**Cell classes on the final placement**

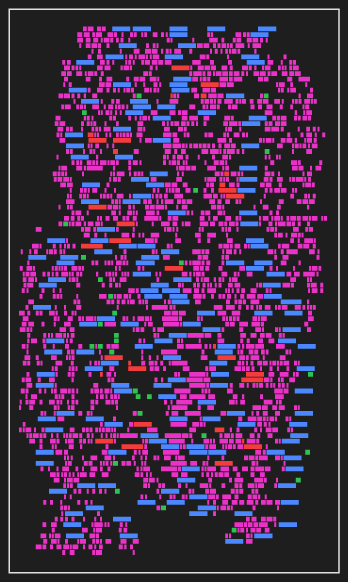
**Congestion heat map**

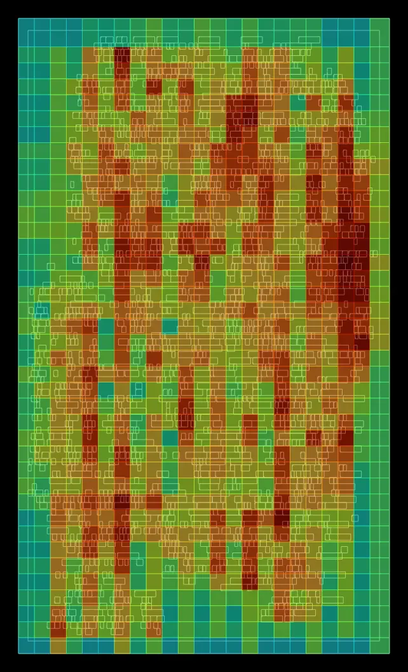
**Supply network**

Scale bar: 50 um. Pins as bars on the die edge.
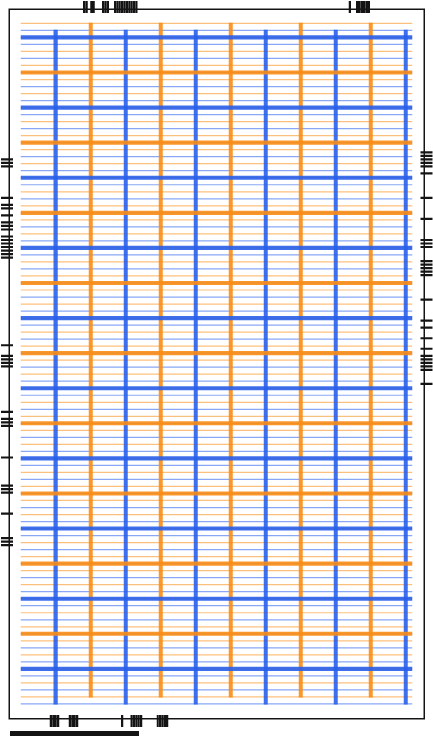
**Wiring by layer**

Scale bar: 50 um.
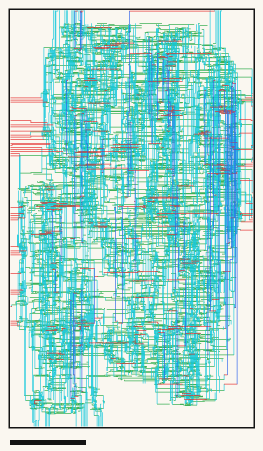
**Clock distribution**

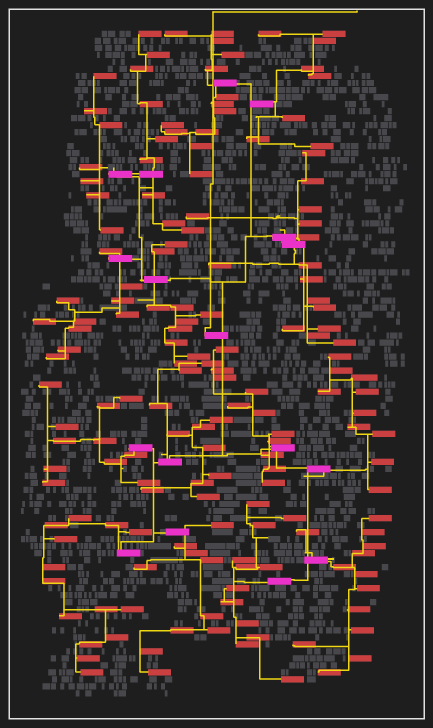
--- src/rtl/int_mul_var_lat_param_pkg.sv ---
`default_nettype none
// ============================================================================
// Module      : imul_pkg
// Description : Shared definitions for the variable-latency iterative
//               multiplier: default widths, state encoding and the
//               mux-select codes for the a, b and result datapath registers.
// Revision    : 1.0 - initial release
// ============================================================================
package imul_pkg;

  localparam int DEFAULT_NBITS     = 32;
  localparam int DEFAULT_SKIP_BITS = 4;

  // Control states
  typedef logic [1:0] state_t;
  localparam logic [1:0] ST_IDLE = 2'd0;
  localparam logic [1:0] ST_CALC = 2'd1;
  localparam logic [1:0] ST_DONE = 2'd2;

  // a_reg select
  localparam logic [1:0] A_SEL_HOLD  = 2'd0;
  localparam logic [1:0] A_SEL_LOAD  = 2'd1;
  localparam logic [1:0] A_SEL_SHIFT = 2'd2;

  // b_reg select
  localparam logic [1:0] B_SEL_HOLD  = 2'd0;
  localparam logic [1:0] B_SEL_LOAD  = 2'd1;
  localparam logic [1:0] B_SEL_SHIFT = 2'd2;

  // result select
  localparam logic [1:0] RES_SEL_HOLD  = 2'd0;
  localparam logic [1:0] RES_SEL_CLEAR = 2'd1;
  localparam logic [1:0] RES_SEL_ADD   = 2'd2;

endpackage
`default_nettype wire

--- src/rtl/int_mul_var_lat_param_ctz_cap.sv ---
`default_nettype none
// ============================================================================
// Module      : int_mul_ctz_cap
// Description : Combinational trailing-zero count of an NBITS vector,
//               saturated at SKIP_BITS. Only the low SKIP_BITS bits are
//               inspected, so an all-zero low slice reports SKIP_BITS.
// Ports       : vec   in  NBITS  vector to scan
//               count out CW     min(ctz(vec), SKIP_BITS)
// Revision    : 1.0 - initial release
// ============================================================================
module int_mul_ctz_cap #(
  parameter int NBITS     = 32,
  parameter int SKIP_BITS = 4,
  localparam int CW       = $clog2(NBITS + 1)
) (
  input  logic [NBITS-1:0] vec,
  output logic [CW-1:0]    count
);

  // Scan from the top of the window downward so the lowest set bit wins.
  always_comb begin
    count = CW'(SKIP_BITS);
    for (int i = SKIP_BITS - 1; i >= 0; i--) begin
      if (vec[i]) count = CW'(i);
    end
  end

endmodule
`default_nettype wire

--- src/rtl/int_mul_var_lat_param.sv ---
`default_nettype none
// ============================================================================
// Module      : int_mul_var_lat_param
// Description : Variable-latency iterative shift-add multiplier with bounded
//               multi-bit zero skipping, signed/unsigned operands and
//               low/high half result select. val/rdy on both sides.
// Ports       : clk            in   clock
//               reset          in   asynchronous active-high reset
//               req_val/rdy    in/out request handshake
//               req_msg_a/b    in   multiplicand / multiplier (NBITS)
//               req_msg_signed in   1 = two's complement operands
//               req_msg_hi     in   1 = return upper half of product
//               resp_val/rdy   out/in response handshake
//               resp_msg       out  selected half of product (NBITS)
// Revision    : 1.0 - initial release
// ============================================================================
module int_mul_var_lat_param
  import imul_pkg::*;
#(
  parameter int NBITS     = DEFAULT_NBITS,
  parameter int SKIP_BITS = DEFAULT_SKIP_BITS
) (
  input  logic             clk,
  input  logic             reset,
  input  logic             req_val,
  output logic             req_rdy,
  input  logic [NBITS-1:0] req_msg_a,
  input  logic [NBITS-1:0] req_msg_b,
  input  logic             req_msg_signed,
  input  logic             req_msg_hi,
  output logic             resp_val,
  input  logic             resp_rdy,
  output logic [NBITS-1:0] resp_msg
);

  localparam int CW = $clog2(NBITS + 1);

  state_t               r_state;
  state_t               w_state_next;
  logic [2*NBITS-1:0]   r_a;
  logic [2*NBITS-1:0]   r_result;
  logic [NBITS-1:0]     r_b;
  logic                 r_neg;
  logic                 r_hi;

  logic                 w_req_go;
  logic                 w_resp_go;
  logic                 w_b_zero;
  logic [1:0]           w_a_sel;
  logic [1:0]           w_b_sel;
  logic [1:0]           w_res_sel;
  logic [CW-1:0]        w_ctz;
  logic [CW-1:0]        w_shamt;
  logic                 w_a_neg;
  logic                 w_b_neg;
  logic [NBITS-1:0]     w_a_mag;
  logic [NBITS-1:0]     w_b_mag;
  logic [2*NBITS-1:0]   w_final;

  assign req_rdy   = (r_state == ST_IDLE) && !reset;
  assign resp_val  = (r_state == ST_DONE);
  assign w_req_go  = req_val && req_rdy;
  assign w_resp_go = resp_val && resp_rdy;
  assign w_b_zero  = (r_b == '0);

  // ---------------------------------------------------------------- control
  always_comb begin
    w_state_next = r_state;
    w_a_sel      = A_SEL_HOLD;
    w_b_sel      = B_SEL_HOLD;
    w_res_sel    = RES_SEL_HOLD;
    case (r_state)
      ST_IDLE: begin
        if (w_req_go) begin
          w_state_next = ST_CALC;
          w_a_sel      = A_SEL_LOAD;
          w_b_sel      = B_SEL_LOAD;
          w_res_sel    = RES_SEL_CLEAR;
        end
      end
      ST_CALC: begin
        if (w_b_zero) begin
          w_state_next = ST_DONE;
        end else begin
          w_a_sel = A_SEL_SHIFT;
          w_b_sel = B_SEL_SHIFT;
          if (r_b[0]) w_res_sel = RES_SEL_ADD;
        end
      end
      ST_DONE: begin
        if (w_resp_go) w_state_next = ST_IDLE;
      end
      default: w_state_next = ST_IDLE;
    endcase
  end

  always_ff @(posedge clk or posedge reset) begin
    if (reset) r_state <= ST_IDLE;
    else       r_state <= w_state_next;
  end

  // ---------------------------------------------------------------- datapath
  // Magnitudes are taken in NBITS unsigned arithmetic, so the most negative
  // value maps to 2^(NBITS-1) without overflow.
  assign w_a_neg = req_msg_signed && req_msg_a[NBITS-1];
  assign w_b_neg = req_msg_signed && req_msg_b[NBITS-1];
  assign w_a_mag = w_a_neg ? (~req_msg_a + NBITS'(1)) : req_msg_a;
  assign w_b_mag = w_b_neg ? (~req_msg_b + NBITS'(1)) : req_msg_b;

  int_mul_ctz_cap #(
    .NBITS     (NBITS),
    .SKIP_BITS (SKIP_BITS)
  ) u_ctz (
    .vec   (r_b),
    .count (w_ctz)
  );

  // An odd multiplier consumes exactly one bit together with the add;
  // otherwise a run of zeros (bounded by SKIP_BITS) is skipped.
  assign w_shamt = r_b[0] ? CW'(1) : w_ctz;

  always_ff @(posedge clk or posedge reset) begin
    if (reset) begin
      r_a      <= '0;
      r_b      <= '0;
      r_result <= '0;
      r_neg    <= 1'b0;
      r_hi     <= 1'b0;
    end else begin
      case (w_a_sel)
        A_SEL_LOAD:  r_a <= {{NBITS{1'b0}}, w_a_mag};
        A_SEL_SHIFT: r_a <= r_a << w_shamt;
        default:     r_a <= r_a;
      endcase
      case (w_b_sel)
        B_SEL_LOAD:  r_b <= w_b_mag;
        B_SEL_SHIFT: r_b <= r_b >> w_shamt;
        default:     r_b <= r_b;
      endcase
      case (w_res_sel)
        RES_SEL_CLEAR: r_result <= '0;
        RES_SEL_ADD:   r_result <= r_result + r_a;
        default:       r_result <= r_result;
      endcase
      if (w_req_go) begin
        r_neg <= req_msg_signed && (req_msg_a[NBITS-1] ^ req_msg_b[NBITS-1]);
        r_hi  <= req_msg_hi;
      end
    end
  end

  // ------------------------------------------------------------------ output
  assign w_final  = r_neg ? (~r_result + (2*NBITS)'(1)) : r_result;
  assign resp_msg = r_hi ? w_final[2*NBITS-1:NBITS] : w_final[NBITS-1:0];

endmodule
`default_nettype wire
--- config.mk ---
export PLATFORM = sky130hd
export DESIGN_NAME = int_mul_var_lat_param
export DESIGN_NICKNAME = d
export VERILOG_FILES = /design/src/rtl/int_mul_var_lat_param_pkg.sv /design/src/rtl/int_mul_var_lat_param_ctz_cap.sv /design/src/rtl/int_mul_var_lat_param.sv
export SDC_FILE = /design/constraint.sdc
export NUM_CORES = 1
export LEC_CHECK = 0
export CORE_ASPECT_RATIO = 1.75
export CORE_MARGIN = 4
export CORE_UTILIZATION = 39
export DETAILED_ROUTE_END_ITERATION = 10
export DONT_BUFFER_PORTS = 1
export PLACE_DENSITY = 0.56
export SLEW_MARGIN = 20
export SYNTH_ARGS = -nofsm -noshare
export SYNTH_HDL_FRONTEND = slang
export SYNTH_SLANG_ARGS = --single-unit
export TNS_END_PERCENT = 50
--- constraint.sdc ---
create_clock -name clk -period 5.57 [get_ports clk]
set_input_delay 0.8355 -clock clk [delete_from_list [all_inputs] [get_ports clk]]
set_output_delay 0.8355 -clock clk [all_outputs]
set_load 0.02 [all_outputs]
==> results_slide.txt <==
Implementation Results

Placed design
  • Placed insts: about 2,500

Detailed routing
  • DRT antenna net count: 0
  • Residual DRC count: 0
  • Total wire length: roughly 55,000 um
  • Iter 0 DRT Violations: 1,257
  • Pre-antenna DRT Iters: 8

GRT
  • First-pass GRT wire length: 87,000 um
  • Vias in the first global route: between 15,000 and 20,000
  • Largest net degree at the start of global routing: between 90 and 100

Critical path
  • CP Class: reg -> out
  • R2R cell count: 14
  • Crit path max fanout: 6
  • Crit-path slowest cell: nor4_1

Finish
  • Non-clk invs: 32
  • Fin area: around 17,000 sq um
  • Filler Cell Count: between 4,000 and 5,000
  • Sequential cell area: roughly 4100 sq um
  • Clock-cell share: 0.0370
  • Dominant logic cell types in the final layout: nand2_1, o21ai_0, dfrtp_1
  • Final nets: between 2,000 and 2,500

Power
  • Leakage: between 6 and 7 nW
  • Internal: 5.10 mW
  • Switching pwr: between 5 and 6 mW

Yosys
  • Adder Area Share: 0.0550
  • Synth flops: 164
  • Netlist Area Pre-Place: ~16,000 sq um
  • Synth area leader: dfrtp_1
  • Cell area leaders: dfrtp_1, nand2_1, o21ai_0
  • Ao+oa area frac: 0.257
  • Syn_nets: approximately 2,300

Clocking
  • CTS tree: yes
  • Hold buffers post-CTS: 0
  • Clock Tree Buf Depth: 2
  • Root buf cell: clkbuf_16

Worst hold path
  • Hold WC Path Type: in -> async

Run status
  • Status: complete, no violations

Final timing
  • Fin. max-slew vios: 0
  • Final setup margin: about 0.33 ns
## Picture notes: 'cell classes on the final placement'
magenta -> all other logic  # cells 1,821
blue -> flops  # cells 164
green -> other buffers and delay cells  # cells 29
red -> clock drivers and dummy loads  # cells 32
# rows: 97
Util after Layout: 0.420

## Picture notes: 'congestion heat map'
met2 GRT Util: 0.455
routed length per placed instance: 21.7 um

## Picture notes: 'supply network'
blue -> VSS
orange -> VDD
met4 straps = 11
met1 rails = 98
signal pins = 104
met5 straps = 19
Core Region: 40,100 sq um
die y size: 274 um
die span in x: 160 um
Max IR drop VDD: 0.000251 V

## Picture notes: 'wiring by layer'
cyan -> met2  # wire length 28.3 mm
red -> met3  # wire length 2,150 um
green -> met1  # wire length 21.3 mm
blue -> met4  # wire length 3,280 um

## Picture notes: 'clock distribution'
red -> flip-flops  # count 164
yellow -> clock wires  # length 2,720 um
magenta -> cells driving clock nets  # count 17
routed clock nets = 18
Latency at later pin: 0.46 ns
P_clk: 1.30 mW

## sequential cells by signal (all words and copies together) (netlist names)
signal / flops
r_neg: 1
r_b: 32
r_result: 64
r_state: 2
r_hi: 1
r_a: 64
## cells in the mapped netlist, types with 13 or more instances
library cell	count
nand2_1	422
o21ai_0	293
dfrtp_1	164
a21oi_1	147
nor2_1	122
clkbuf_1	109
xnor2_1	108
ha_1	68
xor2_1	68
nand3_1	65
mux2i_1	52
a21o_1	38
o31ai_1	38
inv_1	32
nor3_1	30
o211ai_1	29
o311ai_0	23
buf_1	22
mux4_2	22
nand4_1	20
nor4_1	20
or3_1	19
and3_1	17
a31oi_1	16
a211oi_1	14
and2_1	13
nor2b_1	13
## metal layers
layer	vias up	part of all wire
li1	7488	-
met1	7451	0.39
met2	481	0.51
met3	117	0.039
met4	0	0.060
met5	-	0
No activity file was given, so power comes from the tool's default toggle rates.
